File: config.mk
export PLATFORM = sky130hd
export DESIGN_NAME = background_fill
export DESIGN_NICKNAME = d
export VERILOG_FILES = /design/src/rtl/bg_pkg.sv /design/src/rtl/bg_rect_clip.sv /design/src/rtl/background_fill.sv
export SDC_FILE = /design/constraint.sdc
export NUM_CORES = 1
export LEC_CHECK = 0
export CAP_MARGIN = 20
export CORE_AREA = 4 4 133 135
export DETAILED_ROUTE_END_ITERATION = 16
export DIE_AREA = 0 0 137 139
export MAX_ROUTING_LAYER = met4
export PLACE_DENSITY_LB_ADDON = 0.15
export SLEW_MARGIN = 20
export SYNTH_ARGS = -nofsm -noshare
export SYNTH_HDL_FRONTEND = slang
export SYNTH_SLANG_ARGS = --single-unit
export TNS_END_PERCENT = 100
File: constraint.sdc
create_clock -name clk -period 3.25 [get_ports clk]
set_input_delay 0.8125 -clock clk [delete_from_list [all_inputs] [get_ports clk]]
set_output_delay 0.8125 -clock clk [all_outputs]
set_load 0.05 [all_outputs]
File: src/rtl/bg_pkg.sv
// Shared constants, state encoding and address helper for the background colour RAM.
// pix_addr is also used by the read side, so it must stay multiplier-free.
package bg_pkg;

  localparam int SCREEN_W = 320;
  localparam int SCREEN_H = 240;
  localparam int ADDR_W   = 17;

  typedef enum logic [1:0] {IDLE, FILL, DONE} state_t;

  function automatic int color_w(input int number_colors);
    return $clog2(number_colors) + 1;
  endfunction

  // Column-major address y + 240*x, built as (x<<8) - (x<<4) + y
  function automatic logic [ADDR_W-1:0] pix_addr(input logic [8:0] x, input logic [7:0] y);
    logic [ADDR_W-1:0] xs;
    xs = ADDR_W'(x);
    return (xs << 8) - (xs << 4) + ADDR_W'(y);
  endfunction

endpackage

File: src/rtl/bg_rect_clip.sv
// Clamps a fill rectangle's far corner to the screen and flags rectangles with no visible pixels.
module bg_rect_clip
  import bg_pkg::*;
(
  input  logic [8:0] i_x0,
  input  logic [7:0] i_y0,
  input  logic [8:0] i_x1,
  input  logic [7:0] i_y1,
  output logic [8:0] o_x1c,
  output logic [7:0] o_y1c,
  output logic       o_empty
);

  assign o_x1c = (i_x1 > 9'(SCREEN_W - 1)) ? 9'(SCREEN_W - 1) : i_x1;
  assign o_y1c = (i_y1 > 8'(SCREEN_H - 1)) ? 8'(SCREEN_H - 1) : i_y1;

  assign o_empty = (i_x0 > o_x1c) || (i_y0 > o_y1c) ||
                   (i_x0 >= 9'(SCREEN_W)) || (i_y0 >= 8'(SCREEN_H));

endmodule

File: src/rtl/background_fill.sv
// Rectangle fill engine: accepts clipped fill commands and streams one background RAM write per cycle.
module background_fill
  import bg_pkg::*;
#(
  parameter  int NUMBER_COLORS = 10,
  localparam int CW            = color_w(NUMBER_COLORS)
) (
  input  logic              clk,
  input  logic              rst_n,
  input  logic              cmd_valid,
  output logic              cmd_ready,
  input  logic [8:0]        cmd_x0,
  input  logic [7:0]        cmd_y0,
  input  logic [8:0]        cmd_x1,
  input  logic [7:0]        cmd_y1,
  input  logic [CW-1:0]     cmd_color,
  input  logic              abort,
  output logic              busy,
  output logic              done,
  output logic [ADDR_W-1:0] waddr,
  output logic [CW-1:0]     din,
  output logic              we
);

  state_t            r_state;
  state_t            w_next;
  logic [8:0]        r_x;
  logic [8:0]        r_x1;
  logic [7:0]        r_y;
  logic [7:0]        r_y0;
  logic [7:0]        r_y1;
  logic [ADDR_W-1:0] r_col_base;
  logic [ADDR_W-1:0] r_waddr;
  logic [CW-1:0]     r_din;
  logic              r_we;

  logic [8:0]        w_x1c;
  logic [7:0]        w_y1c;
  logic              w_empty;
  logic              w_accept;
  logic              w_last;
  logic [ADDR_W-1:0] w_start_addr;
  logic [ADDR_W-1:0] w_next_col;

  bg_rect_clip u_clip (
    .i_x0    (cmd_x0),
    .i_y0    (cmd_y0),
    .i_x1    (cmd_x1),
    .i_y1    (cmd_y1),
    .o_x1c   (w_x1c),
    .o_y1c   (w_y1c),
    .o_empty (w_empty)
  );

  assign cmd_ready    = (r_state == IDLE) && rst_n;
  assign w_accept     = cmd_valid && cmd_ready;
  assign w_last       = (r_x == r_x1) && (r_y == r_y1);
  assign w_start_addr = pix_addr(cmd_x0, cmd_y0);
  assign w_next_col   = r_col_base + ADDR_W'(SCREEN_H);

  assign busy  = (r_state == FILL);
  assign done  = (r_state == DONE);
  assign waddr = r_waddr;
  assign din   = r_din;
  assign we    = r_we;

  always_ff @(posedge clk or negedge rst_n) begin
    if (!rst_n) r_state <= IDLE;
    else        r_state <= w_next;
  end

  always_comb begin
    w_next = r_state;
    case (r_state)
      IDLE:    if (w_accept) w_next = w_empty ? DONE : FILL;
      FILL:    if (abort) w_next = IDLE;
               else if (w_last) w_next = DONE;
      DONE:    w_next = IDLE;
      default: w_next = IDLE;
    endcase
  end

  // The output registers always hold the pixel being written; r_x/r_y track that pixel
  always_ff @(posedge clk or negedge rst_n) begin
    if (!rst_n) begin
      r_x        <= '0;
      r_x1       <= '0;
      r_y        <= '0;
      r_y0       <= '0;
      r_y1       <= '0;
      r_col_base <= '0;
      r_waddr    <= '0;
      r_din      <= '0;
      r_we       <= 1'b0;
    end else begin
      r_we <= 1'b0;
      case (r_state)
        IDLE: begin
          if (w_accept && !w_empty) begin
            r_x        <= cmd_x0;
            r_x1       <= w_x1c;
            r_y        <= cmd_y0;
            r_y0       <= cmd_y0;
            r_y1       <= w_y1c;
            r_col_base <= w_start_addr;
            r_waddr    <= w_start_addr;
            r_din      <= cmd_color;
            r_we       <= 1'b1;
          end
        end
        FILL: begin
          if (!abort && !w_last) begin
            r_we <= 1'b1;
            if (r_y == r_y1) begin
              r_x        <= r_x + 9'd1;
              r_y        <= r_y0;
              r_col_base <= w_next_col;
              r_waddr    <= w_next_col;
            end else begin
              r_y     <= r_y + 8'd1;
              r_waddr <= r_waddr + ADDR_W'(1);
            end
          end
        end
        default: begin
        end
      endcase
    end
  end

endmodule

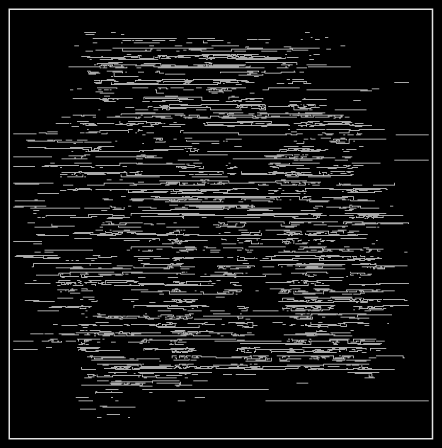
(images/m1.png)
- wire length on this layer: 7920 um
- main direction: horizontal
- longest straight run: 52.9 um
- nets with wire on the layer: 793
- share of all routed wire: 46%
WL final: 17300 um
total vias in the final route: 5379
GRT met1 Usage: 25.7%

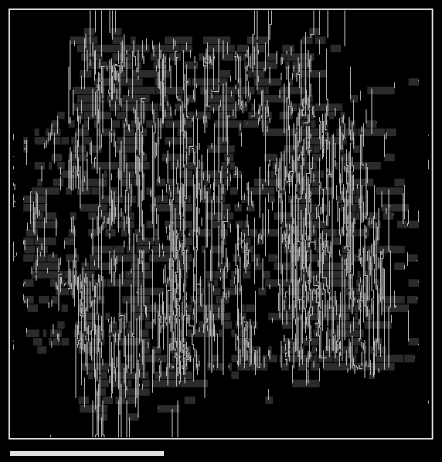
(images/m2.png)
Bar = 50 um. Cells faint in the background.
- longest straight run: 70.0 um
- main direction: vertical
- nets with wire on the layer: 721
- share of all routed wire: 48%
- wire length on this layer: 8350 um
met2 demand-to-capacity share in global routing: 29.3%

==> impl_results.html <==
<h3>Run summary</h3>
<table>
<tr><th>Metric</th><th>Value</th></tr>
<tr><th colspan="2">Global routing</th></tr>
<tr><td>Number of antenna violations at the first check in global routing</td><td>0</td></tr>
<tr><td>Gr ovfl total</td><td>0</td></tr>
<tr><td>Global-route wire length before repair</td><td>28200 um</td></tr>
<tr><td>Maximum number of pins on one net before global-route repair</td><td>49</td></tr>
<tr><td>Most crowded layer after global routing</td><td>met2</td></tr>
<tr><th colspan="2">STA</th></tr>
<tr><td>RSZ-0062 raised after global routing</td><td>yes</td></tr>
<tr><td>Final tally of hold violations</td><td>0</td></tr>
<tr><td>Worst Slack Setup Final</td><td>0.137 ns</td></tr>
<tr><td>Achievable Freq</td><td>0.321 GHz</td></tr>
<tr><td>Final worst hold slack</td><td>0.283 ns</td></tr>
<tr><td>Relative slew slack</td><td>53.7%</td></tr>
<tr><td>Worst clock skew on the final layout</td><td>0.00883 ns</td></tr>
<tr><th colspan="2">Place</th></tr>
<tr><td>Sum of net half-perimeters after detailed placement</td><td>12500 um</td></tr>
<tr><td>Count of placed standard cells including taps</td><td>979</td></tr>
<tr><td>Final weighted congestion in routability-driven placement</td><td>0.866</td></tr>
<tr><th colspan="2">Logic synthesis</th></tr>
<tr><td>Fraction of synthesis flops using an asynchronous set or reset pin</td><td>100%</td></tr>
<tr><td>Top cells by count, synth</td><td>84 x dfrtp_1, 73 x nand2_1, 54 x o21ai_0, 52 x nor2_1, 43 x a21oi_1</td></tr>
<tr><td>Instance count of the mapped netlist</td><td>654</td></tr>
<tr><td>Portion of the post-synthesis area used by sequential elements</td><td>37.2%</td></tr>
<tr><td>Post-synth area from yosys stat</td><td>5650 sq um</td></tr>
<tr><td>Avg Synthesized Cell Area</td><td>8.63 sq um</td></tr>
<tr><td>Post-synthesis net count</td><td>727</td></tr>
<tr><td>Number of synthesized flops with an enable pin</td><td>0</td></tr>
<tr><th colspan="2">Routing</th></tr>
<tr><td>DRT iter0 DRCs</td><td>480</td></tr>
<tr><td>Post-detailed-route via-to-cell ratio</td><td>5.32</td></tr>
<tr><th colspan="2">Power</th></tr>
<tr><td>Sequential power share</td><td>36.4%</td></tr>
<tr><td>IR Drop Worst-Case VDD</td><td>0.406 mV</td></tr>
<tr><td>Net load switching power</td><td>2.35 mW</td></tr>
<tr><td>Part of the total power dissipated in the clock network</td><td>18.9%</td></tr>
<tr><td>Pwr per Cell Area</td><td>731 nW/um^2</td></tr>
<tr><th colspan="2">CTS</th></tr>
<tr><td>Number of buffers inserted during clock tree synthesis</td><td>9</td></tr>
<tr><td>Num Clock Sinks</td><td>84</td></tr>
<tr><td>CTS tree</td><td>yes</td></tr>
<tr><td>Root Driver</td><td>clkbuf_16</td></tr>
<tr><th colspan="2">Floorplan</th></tr>
<tr><td>Initial Utilization</td><td>34.3%</td></tr>
<tr><td>Height of the die</td><td>139 um</td></tr>
<tr><td>Chip footprint</td><td>19000 sq um</td></tr>
<tr><td>Die width</td><td>137 um</td></tr>
<tr><th colspan="2">Job</th></tr>
<tr><td>Max Cap Viol</td><td>0</td></tr>
<tr><td>Number of warning messages in the logs</td><td>27</td></tr>
<tr><th colspan="2">Worst setup path</th></tr>
<tr><td>Arrival time reported for the critical path endpoint</td><td>3.34 ns</td></tr>
<tr><td>Crit path capture type</td><td>flip-flop</td></tr>
<tr><td>Worst R2R Setup Slack</td><td>0.77 ns</td></tr>
<tr><th colspan="2">Cells and area</th></tr>
<tr><td>Antenna cells</td><td>0</td></tr>
<tr><th colspan="2">Run status</th></tr>
<tr><td>Result of the run</td><td>completed</td></tr>
</table>
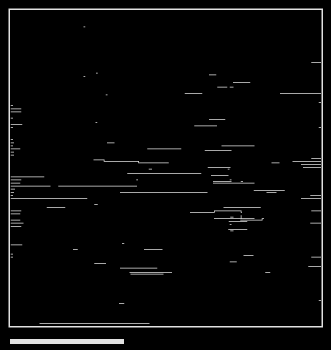
(images/m3.png)
Bar = 50 um.
- longest straight run: 48.1 um
- nets with wire on the layer: 79
met3 track utilization from global routing: 2.69%

cells by family (layout without fill, tap and decap cells):
family	Yosys count	count (layout)	share of synthesized area, %
AND-OR/OR-AND	171	172	19.0
adder cells (fa/ha/maj)	30	30	6.65
buffers and inverters	58	194	4.08
AND/OR/NAND/NOR	235	235	20.0
flip-flops	84	84	37.2
XOR/XNOR	47	47	7.29
multiplexers	29	29	5.72
final timing paths:
kind | start | endpoint | cells after the start
setup / recovery | cmd_x0[2] | waddr[15]$_DFFE_PN0P_ | 10
hold / removal | rst_n | din[0]$_DFFE_PN0P_ | 1
setup reg to reg | r_col_base[4]$_DFFE_PN0P_ | waddr[16]$_DFFE_PN0P_ | 9
hold reg to reg | r_y1[1]$_DFFE_PN0P_ | r_y1[1]$_DFFE_PN0P_ | 2
max in group asynchronous | rst_n | waddr[11]$_DFFE_PN0P_ | 3
min in group clk | r_y1[1]$_DFFE_PN0P_ | r_y1[1]$_DFFE_PN0P_ | 2
routing by layer:
layer / wire [um] / up-vias / share of wire (%)
li1: - / 2634 / -
met1: 7920 / 2586 / 46
met2: 8350 / 134 / 48
met3: 724 / 25 / 4.2
met4: 290 / 0 / 1.7
met5: 0 / - / 0
worst max-delay path: stages:
cell and delay [ns]:
clkdlybuf4s50_1 0.57, inv_1 0.11, ha_1 0.35, o211ai_1 0.15
a21oi_1 0.29, o211ai_1 0.18, nand4_1 0.17, mux2_2 0.40
a311oi_1 0.24, a21oi_1 0.07
layout make-up:
class	count	area, sq um
fillers	1636	8770
multi-input cells	513	3450
flip-flops and latches	84	2100
repair buffers	151	1460
well taps	220	275
clock buffers	11	243
inverters	27	104
clock inverters	5	60.1
registers in the layout (all words and copies together) (netlist names):
register    cells
din             5
r_col_base     17
r_state         2
r_x             9
r_x1            9
r_y             8
r_y0            8
r_y1            8
waddr          17
we              1
what timing repair did:
| action | 4_1_cts | 5_1_grt |
|---|---|---|
| pin swaps | 22 | 25 |
| resized | 34 | 29 |
| cloned | 5 | 1 |
| endpoints found under the setup margin | 70 | 71 |
| hold buffers | 0 | 0 |
| buffers inserted | 8 | 2 |
power groups by stage:
stage,Clock (mW),Combinational [mW],Sequential (mW)
2_1_floorplan,0,1.25,2.38
3_3_place_gp,0,2.39,2.04
3_5_place_dp,0,2.42,2.06
4_1_cts,1.09,2.50,2.04
5_1_grt,1.13,2.74,2.12
6_report,1.07,2.51,2.05
per-stage QoR:
stage                     setup TNS, ns  instance area [sq um]  utilization [%]
final                                 0                   7690             46.7
after global routing            -0.0574                   7690             46.7
after CTS                             0                   7600             46.2
after detailed placement         -38.81                   7040             42.8
after global placement           -39.62                   7040             42.8
after floorplan                       0                   5650                -
layout by cell type (no fill, tap or decap), drive strengths merged, types with 3 or more instances in the layout:
cell type	count
buf	85
dfrtp	84
nand2	73
clkdlybuf4s50	58
o21ai	54
nor2	52
a21oi	45
xnor2	35
ha	30
inv	28
nor3	27
mux2	26
nand3	25
clkbuf	16
a2bb2oi	14
xor2	12
nand4	12
and3	10
a31oi	9
or3	7
o31ai	7
a211oi	7
o21a	6
or2	6
nand2b	5
o22ai	5
nor4	5
a21o	4
o211ai	4
nor3b	3
nor2b	3
mux2i	3
o22a	3
a311oi	3
Power figures rest on the tool's default switching activity, not on a simulated workload.
